## src/rtl/pipe_pkg.sv

```systemverilog
// Shared types and constants for the pipeline stage registers.
package pipe_pkg;

  typedef enum logic [1:0] {
    ST_EMPTY,
    ST_FULL,
    ST_SKID
  } skid_state_t;

  localparam int STAT_W = 16;

endpackage

```

## src/rtl/pipe_skid_reg_sat_counter.sv

```systemverilog
// Saturating up-counter used for the optional pipeline statistics.
module sat_counter #(
  parameter int unsigned WIDTH = 16
) (
  input  logic             clock__i,
  input  logic             reset_n__i,
  input  logic             clear__i,
  input  logic             inc__i,
  output logic [WIDTH-1:0] count__o
);

  always_ff @(posedge clock__i or negedge reset_n__i) begin
    if (!reset_n__i) begin
      count__o <= '0;
    end else if (clear__i) begin
      count__o <= '0;
    end else if (inc__i && (count__o != '1)) begin
      count__o <= count__o + 1'b1;
    end
  end

endmodule

```

## src/rtl/pipe_skid_reg.sv

```systemverilog
// Pipeline stage register with valid/ready handshake and one-entry skid buffer.
// Optional stall/flush counters are built when PIPE_SKID_REG_STATS_EN is defined.
module pipe_skid_reg
  import pipe_pkg::*;
#(
  parameter int unsigned              DATA_W      = 64,
  parameter logic [DATA_W-1:0]        FLUSH_VALUE = '0
) (
  input  logic                        clock__i,
  input  logic                        reset_n__i,
  input  logic                        flush__i,
  input  logic                        up_valid__i,
  output logic                        up_ready__o,
  input  logic [DATA_W-1:0]           up_data__i,
  output logic                        dn_valid__o,
  input  logic                        dn_ready__i,
  output logic [DATA_W-1:0]           dn_data__o
`ifdef PIPE_SKID_REG_STATS_EN
  ,
  output logic [pipe_pkg::STAT_W-1:0] stall_cnt__o,
  output logic [pipe_pkg::STAT_W-1:0] flush_cnt__o
`endif
);

  skid_state_t       state_q, state_d;
  logic [DATA_W-1:0] main_q, main_d;
  logic [DATA_W-1:0] skid_q, skid_d;
  logic              up_ready_q;
  logic              dn_valid_q;
  logic              push;
  logic              pop;

  assign push = up_valid__i & up_ready_q;
  assign pop  = dn_valid_q & dn_ready__i;

  always_comb begin
    state_d = state_q;
    main_d  = main_q;
    skid_d  = skid_q;
    if (flush__i) begin
      state_d = ST_EMPTY;
      main_d  = FLUSH_VALUE;
      skid_d  = FLUSH_VALUE;
    end else begin
      case (state_q)
        ST_EMPTY: begin
          if (push) begin
            state_d = ST_FULL;
            main_d  = up_data__i;
          end
        end
        ST_FULL: begin
          if (push && pop) begin
            main_d = up_data__i;
          end else if (push) begin
            state_d = ST_SKID;
            skid_d  = up_data__i;
          end else if (pop) begin
            state_d = ST_EMPTY;
          end
        end
        ST_SKID: begin
          if (pop) begin
            state_d = ST_FULL;
            main_d  = skid_q;
          end
        end
        default: begin
          state_d = ST_EMPTY;
        end
      endcase
    end
  end

  // Handshake outputs are decoded from the next state into their own flops,
  // so up_ready__o has no combinational path from dn_ready__i.
  always_ff @(posedge clock__i or negedge reset_n__i) begin
    if (!reset_n__i) begin
      state_q    <= ST_EMPTY;
      main_q     <= FLUSH_VALUE;
      skid_q     <= FLUSH_VALUE;
      up_ready_q <= 1'b1;
      dn_valid_q <= 1'b0;
    end else begin
      state_q    <= state_d;
      main_q     <= main_d;
      skid_q     <= skid_d;
      up_ready_q <= (state_d != ST_SKID);
      dn_valid_q <= (state_d != ST_EMPTY);
    end
  end

  assign up_ready__o = up_ready_q;
  assign dn_valid__o = dn_valid_q;
  assign dn_data__o  = main_q;

`ifdef PIPE_SKID_REG_STATS_EN
  sat_counter #(
    .WIDTH (pipe_pkg::STAT_W)
  ) u_stall_cnt (
    .clock__i   (clock__i),
    .reset_n__i (reset_n__i),
    .clear__i   (1'b0),
    .inc__i     (dn_valid_q & ~dn_ready__i),
    .count__o   (stall_cnt__o)
  );

  // Counts only flushes that actually discarded a held beat.
  sat_counter #(
    .WIDTH (pipe_pkg::STAT_W)
  ) u_flush_cnt (
    .clock__i   (clock__i),
    .reset_n__i (reset_n__i),
    .clear__i   (1'b0),
    .inc__i     (flush__i & dn_valid_q),
    .count__o   (flush_cnt__o)
  );
`else
  // Default build carries no statistics logic.
`endif

endmodule

```

## config.mk

```make
export PLATFORM = sky130hd
export DESIGN_NAME = pipe_skid_reg
export DESIGN_NICKNAME = d
export VERILOG_FILES = /design/src/rtl/pipe_pkg.sv /design/src/rtl/pipe_skid_reg_sat_counter.sv /design/src/rtl/pipe_skid_reg.sv
export SDC_FILE = /design/constraint.sdc
export NUM_CORES = 1
export LEC_CHECK = 0
export ABC_AREA = 1
export ABC_CLOCK_PERIOD_IN_PS = 4000
export CAP_MARGIN = 20
export CELL_PAD_IN_SITES_DETAIL_PLACEMENT = 1
export CELL_PAD_IN_SITES_GLOBAL_PLACEMENT = 2
export CORE_MARGIN = 5
export CORE_UTILIZATION = 31
export CTS_CLUSTER_DIAMETER = 30
export CTS_CLUSTER_SIZE = 12
export DETAILED_ROUTE_END_ITERATION = 12
export PLACE_DENSITY_LB_ADDON = 0.1
export SLEW_MARGIN = 10
export SYNTH_ARGS = -nofsm -noshare
export SYNTH_HDL_FRONTEND = slang
export SYNTH_SLANG_ARGS = --single-unit
```

## constraint.sdc

```tcl
create_clock -name clock__i -period 4 [get_ports clock__i]
set_input_delay 1.2 -clock clock__i [delete_from_list [all_inputs] [get_ports clock__i]]
set_output_delay 1.2 -clock clock__i [all_outputs]
set_load 0.01 [all_outputs]
```

==> results.txt, run 1 <==
The synthesis and PnR run went through. At the end of the flow the core is filled with cells to 42.1%. STA lists the endpoint of the worst register-to-register path as dn_data__o[47]. The critical path runs through a total of 8 cells. Register share of total power landed at 36.4%. After detailed placement, the total cell area comes to 7840 µm². Post-layout period usage of the worst path landed at 70.1%. Per the OpenROAD power report, leakage power amounts to 4.18 nW. The synthesis stats list as the most numerous cell nand2_1. The tree is rooted in a clkbuf_16. The violation tally recorded at the end of detailed-routing iteration 0 is 362.

Final-report max-slew violation count landed at 0. Of the post-synthesis cell area, the dominant cell type holds 51.6%. The net count after synthesis is 881. Number of optimization iterations in the first detailed-route pass landed at 4. Number of cells on the worst hold path landed at 2. Looking at the cell usage after synthesis, the top flip-flop cell is dfrtp_1. The layout report gives the register share of total cell area as 38.8%. The design has 132 sequential cells. The longest clock path from root to sink contains 2 buffers. For this run, global-route usage on met1 was measured as 25.3%. Count of nets after finishing landed at 974. Floorplan utilization landed at 31.4%. Wire segments on met3 add up to 880 µm in the final route.

The synthesized netlist devotes 5.28% of its cell area to compound gates. Multi-input gate share of the layout cell area landed at 31.6%. Share of synthesized registers carrying an async set or reset landed at 100%. Total power landed at 4.38 mW. Global-route track usage on met2 landed at 31.9%. The detail route stage leaves a number of antenna-violating nets equal to 0. STA classifies the critical path endpoint as a register.

Synthesized area per cell landed at 7.82 µm². The first global-routing pass estimated 36800 µm of wire. The number of antenna diodes in the final layout is 0. Looking at area per cell type in the netlist, the leader is dfrtp_1. Pin count of the biggest net entering global routing landed at 68. After routing, the total negative slack on setup checks comes to 0 ns. Per the cell usage report, the commonest logic cell in the layout is nand2_1. CTS buffer count landed at 17. The vertical die dimension reported for this design is 153 µm. After synthesis, the most frequently instantiated cells are 266 x nand2_1, 260 x nand3_1, 131 x dfrtp_1. Leaving out fill and tap cells, the most frequent cells in the layout are 264 x nand2_1, 260 x nand3_1, 132 x clkdlybuf4s50_1. STA shows the worst reg2reg path with a cell count of 7. Part of the total power dissipated in combinational logic landed at 22.1%.

Among the non-sequential cells, simple AND/OR/NAND/NOR gates take the most area. DRC violations left landed at 0. Estimated wirelength of the detail-placed design landed at 13300 µm. Synthesized-area fraction occupied by and/or/nand/nor cells landed at 36.7%. The run reported a max-capacitance violation count of 0. Vias per cell landed at 5.14. Post-synthesis instance area landed at 6350 µm².

Hold is met by 0.466 ns. Looking at the critical path, the single cell with the biggest stage delay is buf_4. Per the detail_route log, met2 wirelength is 10800 µm. The core region is 20200 µm². Number of flops mapped to enable cells by yosys landed at 0.

After clock tree synthesis, the setup repair step added 0 buffers. The startpoint identified for the worst hold timing path is dn_data__o[41]. The dominant power group in this design is clock. Maximum vdd drop landed at 0.307 mV. Final period demand of the worst path landed at 2.80 ns. Clock network latency to the later pin of the worst-skew pair landed at 0.42 ns. Per the final timing report, the hold violations number 0.

Across the whole layout, storage elements account for 3310 µm². The flow inserted 270 tap cells. Setup slack of the most critical reg-to-reg path landed at 1.77 ns. At the worst endpoint, the arrival time is 3.15 ns.

Area growth from synthesis to layout landed at 34.2%. STA classifies the critical path startpoint as an input port. Hold buffer count at cts landed at 0. Post-cts gate resize count landed at 0. After synthesis, the design contains 812 cells according to Yosys. Critical path required time landed at 4.35 ns. According to the timing report, the critical path is launched from dn_ready__i.

Die footprint landed at 23400 µm². Summed over all combinational cells, the power is 0.969 mW. In this run, the synthesized area fraction spent on adder and majority cells is recorded as 0%. Layout filler cell count landed at 2371. Setup repair after global routing left no endpoint under its margin. Multiplexer share of the synthesized area landed at 0%. For the pin with the worst max-slew slack, the measured transition is 0.778 ns.

Met3 usage landed at 4.52%. Post-route cell area landed at 8520 µm². After detailed routing, no signal wire sits above met5.

Leaving out the clock tree, the finished layout contains a buffer count of 149. Largest fanout on the critical path landed at 64. Hold analysis lists the worst path endpoint as dn_data__o[41]. The power report lists cell-internal power as 3.09 mW. Cell row count landed at 52.

Number of antenna violations at the first check in global routing landed at 1. Clock buffer count landed at 20. Leaving out filler cells and counting taps, the final layout contains 1188.

Multi-input combinational cell count landed at 599. The flow ran to the end, and the final reports show no timing, DRC or antenna violations. Number of sinks driven by the clock tree landed at 132. For this run, the number of Yosys warnings is 0. According to the timing report, the critical path is captured at dn_data__o[47].

Layout cell share with drive strength beyond 1 landed at 6.54%. Ranked by total area, the top cell class in this layout is flip-flops and latches. Of the synthesized area, sequential elements account for 52.0%.

TritonCTS built the clock tree. The via count of the first global-routing pass came to 6860. Clock-cell share of area landed at 8.02%.

Fraction of power consumed by the clock network landed at 41.5%. The critical path goes through clkdlybuf4s50_1 -> nand2_1 -> nand2_1 -> nor2_1 -> nor2_4 -> buf_4 -> nand3_1 -> nand2_1. The startpoint identified for the worst register-to-register timing path is state_q[1]. For reference, the top cells by area after synthesis are dfrtp_1 52%, nand3_1 20%, nand2_1 16%. The clock network power reported by the tool is 1.82 mW. The switching portion of total power comes to 29.4%. Aggregate global routing overflow landed at 0. Total length of routed wires landed at 22300 µm. Final setup violation count landed at 0. Per the layout report, the design carries 6 non-clock inverters. The timing report shows the most common cell along the critical path to be nand2_1.

Count of warning messages emitted by the tools landed at 26. From left edge to right edge, the die measures 153 µm. Wire length on met1 landed at 10400 µm.

met2 is the most crowded layer. Sequential group power landed at 1.60 mW. Per STA, the worst path accumulates the most delay in the family buffers and inverters. The final timing report gives a worst setup slack of 1.20 ns.

Biggest cell delay along the critical path landed at 0.62 ns. Cell total after placement landed at 1156. Across the routed clock network, the largest skew measured is 0.0110 ns.

CTS clock-pin slew for the worst setup and hold paths landed at 0.06 ns. Setup slack on the worst path after placement came out at 0.758 ns. Measured on the final layout, buffering overhead outside the clock network stands at 17.3%. STA reports the tightest min-delay check as being of type register to register. Number of buffers and inverters on the critical path landed at 2. Based on the critical path, the design can be clocked at up to 357 MHz. During placement, the flow inserted port buffers numbering 134.

Checking max transition, the worst relative margin is 48.1%. The worst setup path is of the input port to register kind.
run_1/wires.png
Scale: 2 px per µm. Two of the layers only.
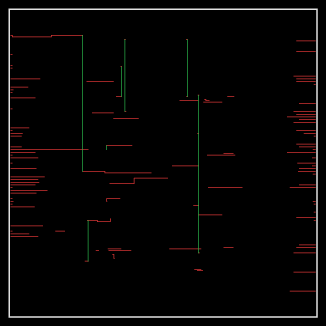
[red] metal 3 | wire length: 881 µm
[green] metal 4 | wire length: 249 µm

run_1/metal_density.png
Scale: 2 px per µm. 31 x 31 tiles, from dark purple (low) to yellow (high), scaled to the fullest tile. Values are wire area over tile area, all layers added.
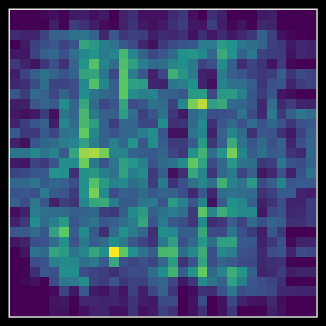
tiles over half the peak: 11%
fullest tile: 0.54
mean over tiles: 0.15
nearly empty tiles: 7.9%
global router's overall resource usage: 19.4%
total number of vias: 6104
routed wire length per instance: 18.7 µm

run_1/logic_types.png
Scale: 2 px per µm.
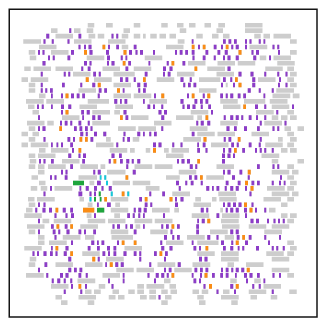
[purple] NAND gates | cells: 527 | most used: nand2_1 | where: widely spread
[cyan] inverters | cells: 6 | most used: inv_2
[orange] inverting AOI/OAI gates | cells: 67 | most used: a21oi_1
[green] NOR gates | cells: 5 | most used: nor2_1

## Run 2: what changed since run 1
--- a/config.mk
+++ b/config.mk
@@ -6,12 +6,12 @@
 export NUM_CORES = 1
 export LEC_CHECK = 0
 export ABC_AREA = 1
-export ABC_CLOCK_PERIOD_IN_PS = 4000
+export ABC_CLOCK_PERIOD_IN_PS = 2760
 export CAP_MARGIN = 20
 export CELL_PAD_IN_SITES_DETAIL_PLACEMENT = 1
 export CELL_PAD_IN_SITES_GLOBAL_PLACEMENT = 2
 export CORE_MARGIN = 5
-export CORE_UTILIZATION = 31
+export CORE_UTILIZATION = 29
 export CTS_CLUSTER_DIAMETER = 30
 export CTS_CLUSTER_SIZE = 12
 export DETAILED_ROUTE_END_ITERATION = 12
==> constraint.sdc (replaced) <==
create_clock -name clock__i -period 2.76 [get_ports clock__i]
set_input_delay 0.828 -clock clock__i [delete_from_list [all_inputs] [get_ports clock__i]]
set_output_delay 0.828 -clock clock__i [all_outputs]
set_load 0.01 [all_outputs]
run_2/detail.png
Region (64, 64) to (94, 94) µm. Cells in gray, sequential cells in the stronger gray; small squares are vias.
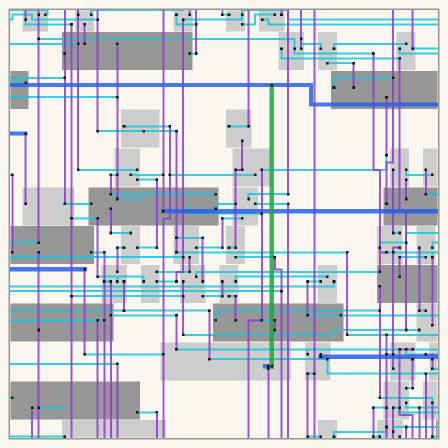
[blue] metal 3
[green] metal 4
[purple] metal 2
[cyan] metal 1
most frequent: nand2_1 (12), nand3_1 (10), dfrtp_1 (5)
cells with their middle in the window: 38
sequential cells in the window: 7
netlist names of flops here include: dn_data__o (3), state_q (2)

run_2/wires.png
Scale: 2 px per µm. Two of the layers only.
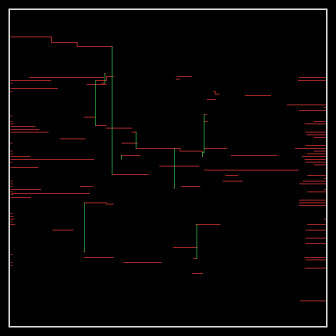
routed wire length per instance: 18.8 µm
global router's overall resource usage: 18.7%

==> run 2 against run 1 <==
Compared with the run above:
- critical path depth is 7 lower
- combinational power is about 50% higher
- register-to-register slack worse by 1.0 ns
- flip-flop count did not move
- die size increased by 6.4%
- clock skew shrank 0.0017 ns
- sequential share of layout area shrank 0.41 points
- global-route usage decreased by 0.70 points
- critical path type is now register to primary output
- highest routed layer unchanged
==> results.txt, run 2 <==
The synthesis and PnR run went through. The flow ran to the end, and the final reports show no timing, DRC or antenna violations. The clock tree has to reach 132 sinks. Number of maximum-capacitance constraint violations landed at 0. Share of synthesized registers carrying an async set or reset landed at 100%. The report shows a maximum critical-path fanout of 3. The worst path needs 2.37 ns of the cycle, external delays included. For met3 alone, demand over resource in global routing was 3.61%.

CTS clock-pin slew for the worst setup and hold paths landed at 0.06 ns. The count of buffers added on input and output ports is 134. Part of the total power dissipated in combinational logic landed at 23.5%. Biggest cell delay along the critical path landed at 0.57 ns.

Met1 global-route usage landed at 25.1%. After detailed routing, the met2 layer carries 10900 µm of wire. Worst-case setup margin in the final layout landed at 0.387 ns. Aggregate global routing overflow landed at 0. Count of non-CTS inverters in the layout landed at 6.

Final setup violation count landed at 0. Clock network latency to the later pin of the worst-skew pair landed at 0.42 ns. Area of the core region landed at 21700 µm². Global-route track usage on met2 landed at 31.1%. In the synthesized netlist, the dominant kind of combinational cell is simple AND/OR/NAND/NOR gates. Worst hold margin landed at 0.356 ns. Number of antenna repair diodes landed at 0. OpenSTA lists the critical path startpoint as up_ready__o. After detailed routing, the met3 layer carries 1060 µm of wire.

The first global-routing pass estimated 36700 µm of wire. Summing every instance area after synthesis gives 6350 µm². Summing internal, switching and leakage power gives 6.17 mW. CTS buffer count landed at 17. Hold violation count in the final report landed at 0. Critical path required time landed at 1.93 ns. The final layout report lists a clock buffer count of 21. For the worst reg-to-reg path, the startpoint reported by OpenROAD is state_q[0]. Number of DRC violations after detailed-routing iteration 0 landed at 330. In this run switching power makes up 30.8% of total power. After synthesis, the mean cell area works out to 7.82 µm². The post-placement cell area is 7990 µm². Per the final report, the share of cell area in clock cells is 7.21%. In this run the number of cells on the critical path is 1. In this design, the largest share of critical-path delay is due to buffers and inverters. The via count of the first global-routing pass was 6639. Looking at the group totals, the largest power group turns out to be clock. In the final run the clock tree shows a worst skew of 0.00931 ns. The worst setup path is of the register to primary output kind.

Fraction of power consumed by the clock network landed at 38.9%. The layout summary lists the proportion of cells stronger than drive strength 1 as 7.74%. After synthesis, the largest area contributor takes up 51.6% of total cell area. In this run, the synthesized area fraction spent on AND-OR/OR-AND gates is recorded as 5.28%. Once the clock tree was built, the resizer swapped 0 gates to a different size. Post-synth the commonest register cell is dfrtp_1. Floorplan utilization landed at 29.3%.

The flow reports power dissipated in the clock network as 2.40 mW. Together, buffers and inverters on the worst path number 1. STA lists the endpoint of the worst register-to-register path as dn_data__o[56]. Layout filler cell count landed at 2553. DRC violations left landed at 0. For this run, combinational gates with multiple inputs come to 599. Looking at the clock tree report, the maximum root-to-sink buffer count equals 2. The signal on the critical path passes through clkdlybuf4s50_1. Register share of total power landed at 37.6%. Before antenna repair, the detailed router went through 7 iterations. Number of antenna violations at the first check in global routing landed at 1. Count of warning messages emitted by the tools landed at 26. For reference, simple AND, OR, NAND and NOR cells occupy 36.7% of the area reported after synthesis. The script extracted a total leakage power of 4.23 nW. Entering global routing, the biggest net connects 54 pins. Vias per cell landed at 5.12.

By count the netlist is led by 266 x nand2_1, 260 x nand3_1, 131 x dfrtp_1. Dividing the final minimum period by the clock period gives 86.0%. The slowest stage of the critical path is the clkdlybuf4s50_1 cell.

In this run the core area contains 54 standard-cell rows. Estimated wirelength of the detail-placed design landed at 14400 µm. In the final layout, flip-flops and latches take up 38.4% of the cell area. The worst-case IR drop observed on VDD is 0.397 mV. Per the synthesis report, the dominant area consumer among library cells is dfrtp_1. Derived from the worst setup path, the maximum achievable clock frequency is 421 MHz. Count of antenna-violating nets left after detailed routing landed at 0. By instance count after routing, the leading logic cell types are 264 x nand2_1, 260 x nand3_1, 132 x clkdlybuf4s50_1.

Relative to the synthesized area, the layout overhead comes to 35.6%. At the placement stage, the worst setup path has a slack of 0.223 ns.
## Run 3: what changed since run 2
--- a/config.mk
+++ b/config.mk
@@ -19,4 +19,5 @@
 export SLEW_MARGIN = 10
 export SYNTH_ARGS = -nofsm -noshare
 export SYNTH_HDL_FRONTEND = slang
+export SYNTH_HIERARCHICAL = 1
 export SYNTH_SLANG_ARGS = --single-unit
run_3/wires.png
Scale: 2 px per µm. Two of the layers only.
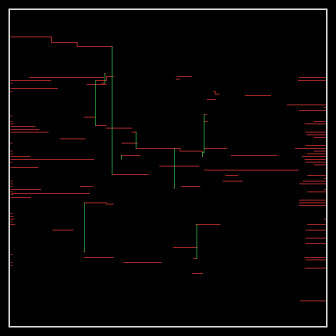
[red] metal 3 | wire length: 1060 µm
[green] metal 4 | wire length: 185 µm

run_3/logic_types.png
Scale: 2 px per µm.
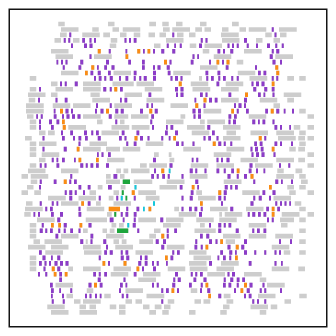
[cyan] inverters | cells: 6 | most used: inv_2 | where: middle
[orange] inverting AOI/OAI gates | cells: 67 | most used: a21oi_1 | where: widely spread
[green] NOR gates | cells: 5 | most used: nor2_1
[purple] NAND gates | cells: 527 | most used: nand2_1 | where: widely spread
multi-input logic portion of the cell area: 31.3%
final cell count without fillers: 1210
most frequent logic cell in the layout: nand2_1

==> run 3 against run 2 <==
Compared with the run above:
- clock skew unchanged
- final cell count unchanged
- routed wire length unchanged
- clock power about the same
- die size unchanged
- design area unchanged
- sequential share of layout area unchanged
- count of clock-buffer cells in the layout unchanged
- setup slack unchanged
- hold slack unchanged
- largest cell class unchanged
- largest power group unchanged
==> results.txt, run 3 <==
The synthesis and PnR run went through. The flow ran to the end, and the final reports show no timing, DRC or antenna violations. Vertical die dimension landed at 158 µm. Number of antenna repair diodes landed at 0. Met3 usage landed at 3.61%. Compound-cell area share of the yosys netlist landed at 5.28%. Number of maximum-capacitance constraint violations landed at 0. The synthesized netlist handed to floorplanning was reported with a cell count of 812.

Reported clock group power landed at 2.40 mW. Sequential cells make up 38.4% of the cell area. The wire-length estimate of the detail-placed layout is 14400 µm.

Cell internal power was estimated by the tool at 4.27 mW. Leakage power figure landed at 4.23 nW. The post-CTS hold buffer count recorded in the log is 0. Power dissipated in combinational cells landed at 1.45 mW. The synthesis run shows multiplexers occupying 0% of the cell area. The layout has 161 buffers outside the clock class. Sorting the synthesis cell report by count puts at the top nand2_1. Per the layout area report, the register area comes to 3310 µm². In this run the number of cells on the critical path is 1. DRC violations left landed at 0. Total power landed at 6.17 mW. Among cell families on the critical path, the largest total delay comes from buffers and inverters. The worst setup path is launched from a register. For reference, the critical path is captured by up_ready__o. Combinational logic is responsible for 23.5% of the overall power.

Pin count of the biggest net entering global routing landed at 54. Routed wire length per instance landed at 18.8 µm. Sequential power for this build is 2.32 mW. Setup total negative slack on the finished layout was measured at 0 ns. Adder and majority gate portion of the synthesized area landed at 0%. Floorplan net count landed at 881. Largest fanout on the critical path landed at 3.

In the layout the commonest cells are 264 x nand2_1, 260 x nand3_1, 132 x clkdlybuf4s50_1. Layout cell share with drive strength beyond 1 landed at 7.74%. The average instance in the mapped netlist occupies 7.82 µm². The stage logs contain a warning count of 26. The core region is 21700 µm². For this run, the leading register cell type out of synthesis is dfrtp_1. Arrival time at the worst endpoint landed at 1.55 ns.

Switching power share of the total landed at 30.8%. Total length of routed wires landed at 22700 µm. Per the area breakdown, the dominant cell category is flip-flops and latches.

Total number of sequential cells landed at 132. CTS placed an instance of clkbuf_16 at the clock tree root. The area taken by multi-input combinational cells is reported as 2700 µm². Transition time of the tightest slew-check pin landed at 0.693 ns. Signal nets in the final route climb as high as met5. The timing report notes that buffer and inverter cells on the critical path total 1. Global-route track usage on met2 landed at 31.1%. Clock-cell share of area landed at 7.21%. For reference, the critical path is launched at up_ready__o. Global-route usage over all layers landed at 18.7%. Count of nets after finishing landed at 986.

Number of top-level pins landed at 135. Per the detail_route report, vias per standard cell equal 5.12. Detailed-route iteration 0 reported a violation count of 330.

Portion of the layout cell area used by non-clock buffers landed at 18.8%. Clock network latency to the later pin of the worst-skew pair landed at 0.42 ns. The critical path in this run is classified as register to primary output. Biggest cell delay along the critical path landed at 0.57 ns. Worst clock skew on the final layout landed at 0.00931 ns. For this run, combinational gates with multiple inputs come to 599. After global routing the overflow that remains totals 0.

Maximum count of clock buffers along a single path landed at 2. CTS clock-pin slew for the worst setup and hold paths landed at 0.06 ns. The report lists the number of standard-cell rows as 54.

Area growth from synthesis to layout landed at 35.6%. Per the timing report, the most critical flop-to-flop path finishes at dn_data__o[56]. Clock buffer count landed at 21. Cells fill 39.7% of the core in the end. The highest supply drop recorded on VDD is 0.397 mV.

Worst hold margin landed at 0.356 ns. By count the netlist is led by 266 x nand2_1, 260 x nand3_1, 131 x dfrtp_1. The largest share of the power goes to clock. Wire length on met1 landed at 10600 µm. The first global-routing pass estimated 36700 µm of wire. Final setup violation count landed at 0. Walking the worst path, the cells encountered are clkdlybuf4s50_1. The number of placed instances, taps included, is 1178. Post-cts gate resize count landed at 0. Via count of the first global-routing pass landed at 6639. Fraction of power consumed by the clock network landed at 38.9%. Count of antenna-violating nets left after detailed routing landed at 0. After Yosys synthesis, and, or, nand and nor cells account for 36.7% of the synthesized area.

The launch point of the worst register-to-register path is recorded as state_q[0]. Global route summary, busiest routing layer listed as met2. For the finished layout, the period the worst path requires is 2.37 ns. Setup repair after global routing left no endpoint under its margin. Per the detail_route log, met3 wirelength is 1060 µm. Number of cell instances on the worst register-to-register path landed at 8. In this run the worst hold path is classified as input port to async pin. The number of antenna violations at the first check in global routing is 1. Number of optimization iterations in the first detailed-route pass landed at 7. Post-route cell area landed at 8610 µm². The clock tree has to reach 132 sinks. Met1 global-route usage landed at 25.1%. Number of flops mapped to enable cells by yosys landed at 0.

The placement stage leaves a total instance area of 7990 µm². Die extent in x landed at 158 µm. Non-clock inverters in the final layout number 6. STA classifies the critical path endpoint as a primary output. Via count of the routed design landed at 6191.

Sequential share of the synthesized area landed at 52.0%. CTS added clock buffers totalling 17. Count of input and output buffers landed at 134. Setup slack at placement landed at 0.223 ns. Net switching power landed at 1.90 mW. For this design, Yosys synthesis ends with a cell count of 812. Total number of tap cells landed at 280. Grouping non-sequential cells by family puts the most area in simple AND/OR/NAND/NOR gates. Timing-limited maximum frequency landed at 421 MHz.

The biggest area contributor in the post-synthesis netlist is dfrtp_1. Pins over their slew limit in the final report were tallied at 0. TritonCTS built the clock tree. Looking at the critical path, the single cell with the biggest stage delay is clkdlybuf4s50_1. Sequential cells account for 37.6% of the total power.

Layout filler cell count landed at 2553. Post-CTS setup buffer count landed at 0. Across all register-to-register paths, the minimum setup slack is 0.74 ns.

Critical path required time landed at 1.93 ns. After synthesis, the share of flip-flops with an asynchronous set or reset is 100%. The final timing summary puts the cycle share of the worst path at 86.0%.

Ranked by total cell area, the synthesized netlist is headed by dfrtp_1 52%, nand3_1 20%, nand2_1 16%. Area fraction of the dominant cell type after synthesis landed at 51.6%. Per the final timing report, the hold violations number 0. Across all checked pins, the minimum headroom to the slew limit is 53.7%. Synthesis warning total landed at 6. The final timing report gives a worst setup slack of 0.387 ns. Wire length on met2 landed at 10900 µm. Before placement the cells fill 29.3% of the core.

Post-synthesis instance area landed at 6350 µm². Die footprint landed at 25000 µm².

==> layout pictures side by side <==
Placement view.
Plate I
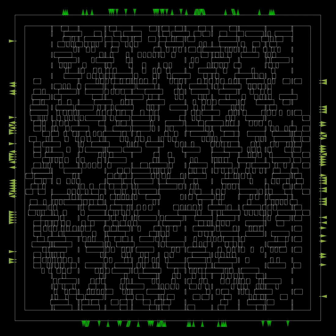
Plate II
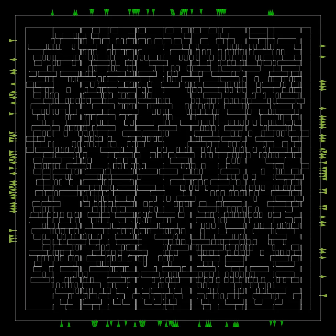
run 1 -> Plate II
run 2 -> Plate I

No activity file was given, so power comes from the tool's default toggle rates.
